## config.mk

```make
export PLATFORM = sky130hd
export DESIGN_NAME = imem_load_ctrl
export DESIGN_NICKNAME = d
export VERILOG_FILES = /design/src/rtl/imem_load_ctrl.sv
export SDC_FILE = /design/constraint.sdc
export NUM_CORES = 1
export LEC_CHECK = 0
export CAP_MARGIN = 10
export CORE_MARGIN = 4
export CORE_UTILIZATION = 42
export CTS_BUF_LIST = sky130_fd_sc_hd__clkbuf_4 sky130_fd_sc_hd__clkbuf_8 sky130_fd_sc_hd__clkbuf_16
export DETAILED_ROUTE_END_ITERATION = 6
export PLACE_DENSITY = 0.85
export RECOVER_POWER = 50
export SLEW_MARGIN = 5
export SYNTH_ARGS = -nofsm -noshare
export SYNTH_HDL_FRONTEND = slang
export SYNTH_SLANG_ARGS = --single-unit
```

## constraint.sdc

```tcl
create_clock -name clk -period 3 [get_ports clk]
set_input_delay 0.9 -clock clk [delete_from_list [all_inputs] [get_ports clk]]
set_output_delay 0.9 -clock clk [all_outputs]
set_load 0.02 [all_outputs]
```

## src/rtl/imem_load_ctrl.sv

```systemverilog
// Boot-load and access controller for the word-addressed instruction memory.
// After reset it holds the core stalled, streams program words from the loader
// (valid/ready) into the memory write port, then releases the core and checks
// every fetch PC for alignment and against the loaded program length.
//
// Ports:
//   clk, rst_n        clock (rising edge), async active-low reset
//   ld_valid_i        loader word valid
//   ld_ready_o        controller accepts a loader word (registered)
//   ld_data_i         instruction word from loader
//   ld_last_i         marks ld_data_i as the final program word
//   reload_req_i      single-cycle request to reload the program
//   fetch_pc_i        byte PC from the fetch stage
//   mem_we_o          instruction memory write enable
//   mem_waddr_o       memory write word address
//   mem_wdata_o       memory write data
//   mem_raddr_o       memory read word address (fetch_pc_i >> 2), combinational
//   core_run_o        pipeline may advance; 0 stalls the core
//   fetch_fault_o     sticky illegal-fetch flag
//   words_loaded_o    number of valid program words
module imem_load_ctrl #(
  parameter int unsigned DEPTH  = 20,
  parameter int unsigned ADDR_W = 5,
  parameter int unsigned CNT_W  = 6
) (
  input  logic              clk,
  input  logic              rst_n,
  input  logic              ld_valid_i,
  output logic              ld_ready_o,
  input  logic [31:0]       ld_data_i,
  input  logic              ld_last_i,
  input  logic              reload_req_i,
  input  logic [31:0]       fetch_pc_i,
  output logic              mem_we_o,
  output logic [ADDR_W-1:0] mem_waddr_o,
  output logic [31:0]       mem_wdata_o,
  output logic [ADDR_W-1:0] mem_raddr_o,
  output logic              core_run_o,
  output logic              fetch_fault_o,
  output logic [CNT_W-1:0]  words_loaded_o
);

  typedef enum logic [1:0] {
    ST_LOAD   = 2'd0,
    ST_COMMIT = 2'd1,
    ST_RUN    = 2'd2,
    ST_FAULT  = 2'd3
  } state_e;

  state_e              state_q, state_d;
  logic                ld_ready_q, ld_ready_d;
  logic                mem_we_q, mem_we_d;
  logic [ADDR_W-1:0]   waddr_q, waddr_d;
  logic [31:0]         wdata_q, wdata_d;
  logic                run_q, run_d;
  logic                fault_q, fault_d;
  // Word count doubles as the write pointer: the next word lands at index cnt_q.
  logic [CNT_W-1:0]    cnt_q, cnt_d;

  logic                xfer;
  logic                illegal_fetch;

  assign xfer          = ld_valid_i & ld_ready_q;
  assign illegal_fetch = (fetch_pc_i[1:0] != 2'b00) ||
                         (fetch_pc_i[31:2] >= 30'(cnt_q));

  // Next-state and registered-output logic
  always_comb begin
    state_d    = state_q;
    ld_ready_d = ld_ready_q;
    mem_we_d   = 1'b0;
    waddr_d    = waddr_q;
    wdata_d    = wdata_q;
    run_d      = run_q;
    fault_d    = fault_q;
    cnt_d      = cnt_q;

    if (state_q == ST_LOAD) begin
      ld_ready_d = 1'b1;
      if (xfer) begin
        mem_we_d = 1'b1;
        waddr_d  = cnt_q[ADDR_W-1:0];
        wdata_d  = ld_data_i;
        cnt_d    = cnt_q + CNT_W'(1);
        // Stop on the marked last word or when the memory is full.
        if (ld_last_i || (cnt_q == CNT_W'(DEPTH - 1))) begin
          state_d    = ST_COMMIT;
          ld_ready_d = 1'b0;
        end
      end
    end else if (reload_req_i) begin
      // Reload beats any fault check; ready rises one edge after re-entering LOAD.
      state_d    = ST_LOAD;
      ld_ready_d = 1'b0;
      run_d      = 1'b0;
      fault_d    = 1'b0;
      cnt_d      = '0;
    end else begin
      case (state_q)
        ST_COMMIT: begin
          state_d = ST_RUN;
          run_d   = 1'b1;
        end
        ST_RUN: begin
          if (illegal_fetch) begin
            state_d = ST_FAULT;
            run_d   = 1'b0;
            fault_d = 1'b1;
          end
        end
        default: ;
      endcase
    end
  end

  // State and output registers
  always_ff @(posedge clk or negedge rst_n) begin
    if (!rst_n) begin
      state_q    <= ST_LOAD;
      ld_ready_q <= 1'b0;
      mem_we_q   <= 1'b0;
      waddr_q    <= '0;
      wdata_q    <= '0;
      run_q      <= 1'b0;
      fault_q    <= 1'b0;
      cnt_q      <= '0;
    end else begin
      state_q    <= state_d;
      ld_ready_q <= ld_ready_d;
      mem_we_q   <= mem_we_d;
      waddr_q    <= waddr_d;
      wdata_q    <= wdata_d;
      run_q      <= run_d;
      fault_q    <= fault_d;
      cnt_q      <= cnt_d;
    end
  end

  assign ld_ready_o     = ld_ready_q;
  assign mem_we_o       = mem_we_q;
  assign mem_waddr_o    = waddr_q;
  assign mem_wdata_o    = wdata_q;
  assign core_run_o     = run_q;
  assign fetch_fault_o  = fault_q;
  assign words_loaded_o = cnt_q;
  assign mem_raddr_o    = fetch_pc_i[ADDR_W+1:2];

endmodule

```

Figure 1. Clock wires, drivers and flops (run 1).
Bar = 20 µm.
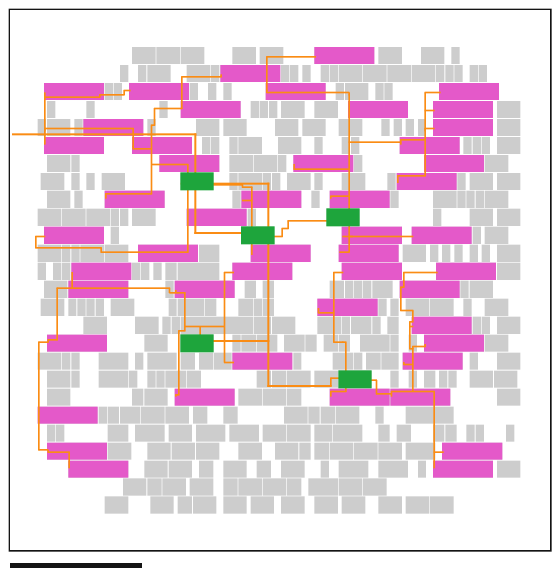
[clock wires] orange | length: 572 µm
[flip-flops] magenta | count: 49
[clock drivers] green | count: 5
routed clock nets: 6
Clk pwr share: 0.148
Clock Latency Late Sink: 300 ps
clk_skew: 9.779 ps

Figure 2. Pin map (run 1).
Pins as bars across the die edge, other pins in grey.
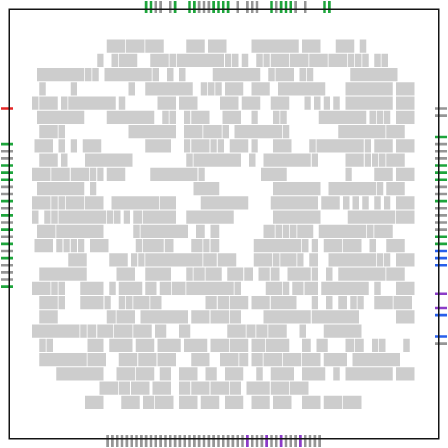
[`words_loaded_o`] purple | pins: 6 | direction: output | edge: 4 bottom, 2 right
[`ld_data_i`] green | pins: 32 | direction: input | edge: 15 top, 10 left, 7 right
[`clk`] red | pins: 1 | direction: input | edge: left
[`mem_waddr_o`] blue | pins: 5 | direction: output | edge: right
all pins by edge: 45 bottom, 28 top, 26 right, 22 left
Die Wd: 81.70 µm
die y size: 81.70 µm

Figure 3. Wiring by layer (run 1).
Bar = 20 µm.
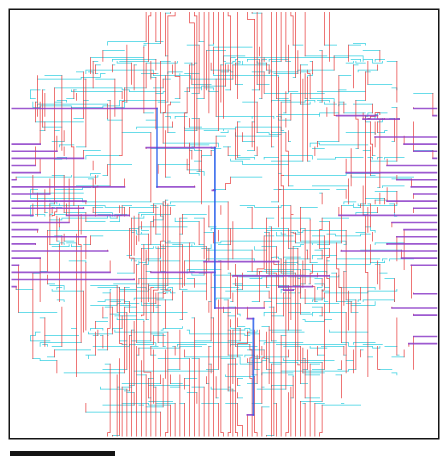
[metal 3] purple | wire length: 531 µm
[metal 1] cyan | wire length: 2400 µm
[metal 2] red | wire length: 3190 µm
[metal 4] blue | wire length: 63.9 µm
WL/cell: 14.16 µm
total track usage: 0.1951
via count: 2104
Total Wirelength: 6188 µm

==> flow_summary.json, run 1 <==
{
  "p_leak_uw": 0.001654,
  "warnings": 29,
  "crit_type": "in2out",
  "grt_use_met1": 0.2292,
  "intPower_uw": 1868,
  "setup_viol": 0,
  "placedInstanceArea_um2": 3508,
  "highest_layer": "met4",
  "end_kind": "primary output",
  "n_fill_cell": 408,
  "placementRows": 26,
  "power.density_nw_per_um2": 846.3,
  "synth_warnings": 0,
  "busiest_layer": "met2",
  "fin_ws_ps": 79.46,
  "r2r-start": "state_q[0]",
  "power.share.switching": 0.3880,
  "hold_depth": 2,
  "firstDrtPassIters": 4,
  "min_period_ps": 2921,
  "grt_overflow_total": 0,
  "status": "finished, final reports clean",
  "finalSetupTns_ps": 0,
  "ys_ff": 49,
  "clock_buffers": 5,
  "required_ps": 2100,
  "cts_buffer_depth": 2,
  "route.met2.wl_um": 3191,
  "tightestPinTransition_ps": 1475,
  "area_share_clock_buf_inv": 0.02880,
  "ys_sh_xor": 0.01536,
  "wl_met3_um": 530,
  "cpPeakStageDelay_ps": 620,
  "worstSetupEndpoint": "mem_raddr_o[3]",
  "signal_buffer_area_fraction": 0.3397,
  "instances_no_fill": 437,
  "vias_per_cell": 4.815,
  "tritoncts": "done",
  "crit_path_frequent_cell": "clkdlybuf4s50_1"
}
--- run 2 (diff from run 1) ---
CTS_CLUSTER_DIAMETER = 200   (was not set)
SKIP_CTS_REPAIR_TIMING = 1   (was not set)
SLEW_MARGIN = 25   (was 5)
Figure 4. Routing congestion map (run 2).
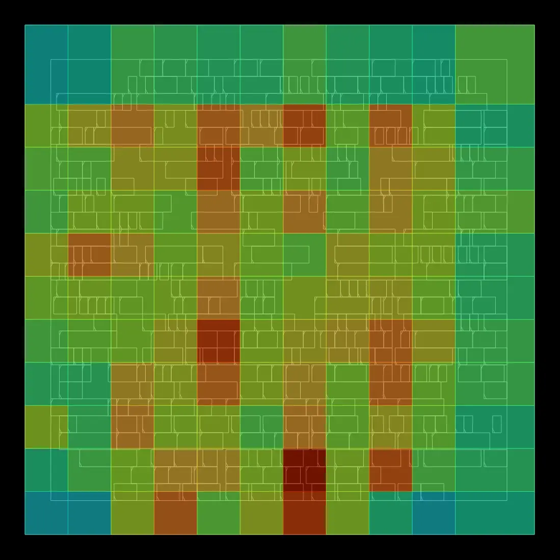
M1 GR Usage: 0.2292
met2 Track Usage GR: 0.3420
met3 GRT Util: 0.06689
global routing's busiest layer: met2
fin util: 0.6971

Figure 5. Clock wires, drivers and flops (run 2).
Bar = 20 µm.
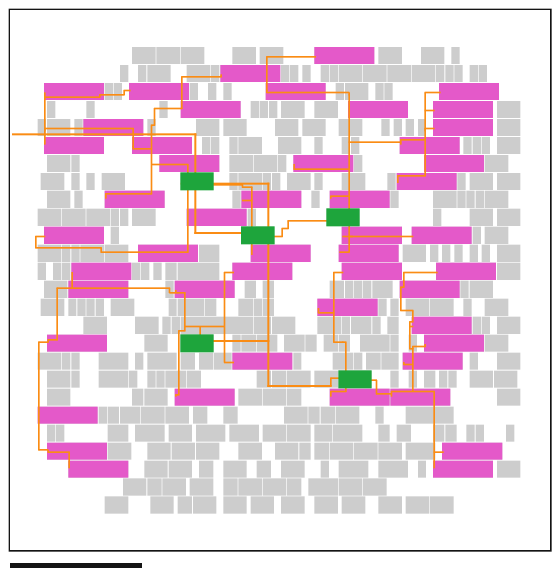
[clock wires] orange | length: 572 µm
[flip-flops] magenta | count: 49
[clock drivers] green | count: 5
routed clock nets: 6

==> flow_summary.json, run 2 <==
{
  "status": "finished, final reports clean",
  "route.met2.wl_um": 3191,
  "area_share_clock_buf_inv": 0.02880,
  "common_cells": "nand2_1, dfrtp_1, ha_1",
  "power.density_nw_per_um2": 846.3,
  "path_cells": "clkdlybuf4s50_1 -> clkdlybuf4s50_1",
  "tightestPinTransition_ps": 1475,
  "firstDrtPassIters": 4,
  "hold_class": "reg2reg",
  "clkPwrFrac": 0.148,
  "n_fill_cell": 408,
  "ys_ff": 49,
  "largest_area_cell": "dfrtp_1",
  "synth-async-reset-ratio": 1.000,
  "placedInstanceArea_um2": 3508,
  "p_leak_uw": 0.001654,
  "comb_area_frac": 0.2568,
  "dieWidth_um": 81.70,
  "ys_sh_xor": 0.01536,
  "required_ps": 2100,
  "vias": 2104,
  "fin_ws_ps": 79.46,
  "vias_per_cell": 4.815,
  "wl_um": 6188,
  "end_kind": "primary output",
  "crit_type": "in2out",
  "signal_buffer_area_fraction": 0.3397,
  "intPower_uw": 1868,
  "tritoncts": "done",
  "dr.first_iter.drc_count": 98,
  "adder_share": 0.06034,
  "critPathTopFamily": "buffers and inverters",
  "synth.area.top_cells": "dfrtp_1, nand2_1, ha_1",
  "ios": 121,
  "highest_layer": "met4",
  "r2r-start": "state_q[0]",
  "finalSetupTns_ps": 0,
  "power.share.switching": 0.3880,
  "crit_path_frequent_cell": "clkdlybuf4s50_1",
  "synth_warnings": 0,
  "top_cell": "nand2_1",
  "cpPeakStageDelay_ps": 620,
  "min_period_ps": 2921,
  "clock_buffers": 5,
  "placementRows": 26,
  "grt_overflow_total": 0,
  "cts_buffer_depth": 2,
  "clk_latency_ps": 300,
  "post-route-period-util": 0.9735,
  "top_area_cell_class": "registers",
  "port_buffers": 120,
  "worstSetupEndpoint": "mem_raddr_o[3]",
  "hold_depth": 2,
  "wl_met3_um": 530,
  "die_h_um": 81.70,
  "setup_viol": 0,
  "grt_pass1_vias": 2096,
  "grt_usage": 0.1951,
  "warnings": 29,
  "finClkSkew_ps": 9.779,
  "wl_per_cell_um": 14.16,
  "yosysUniqueCellTypes": 34,
  "instances_no_fill": 437,
  "edf_count": 0,
  "syn_area_um2": 2281
}
Power is estimated from default activity; no workload was simulated.
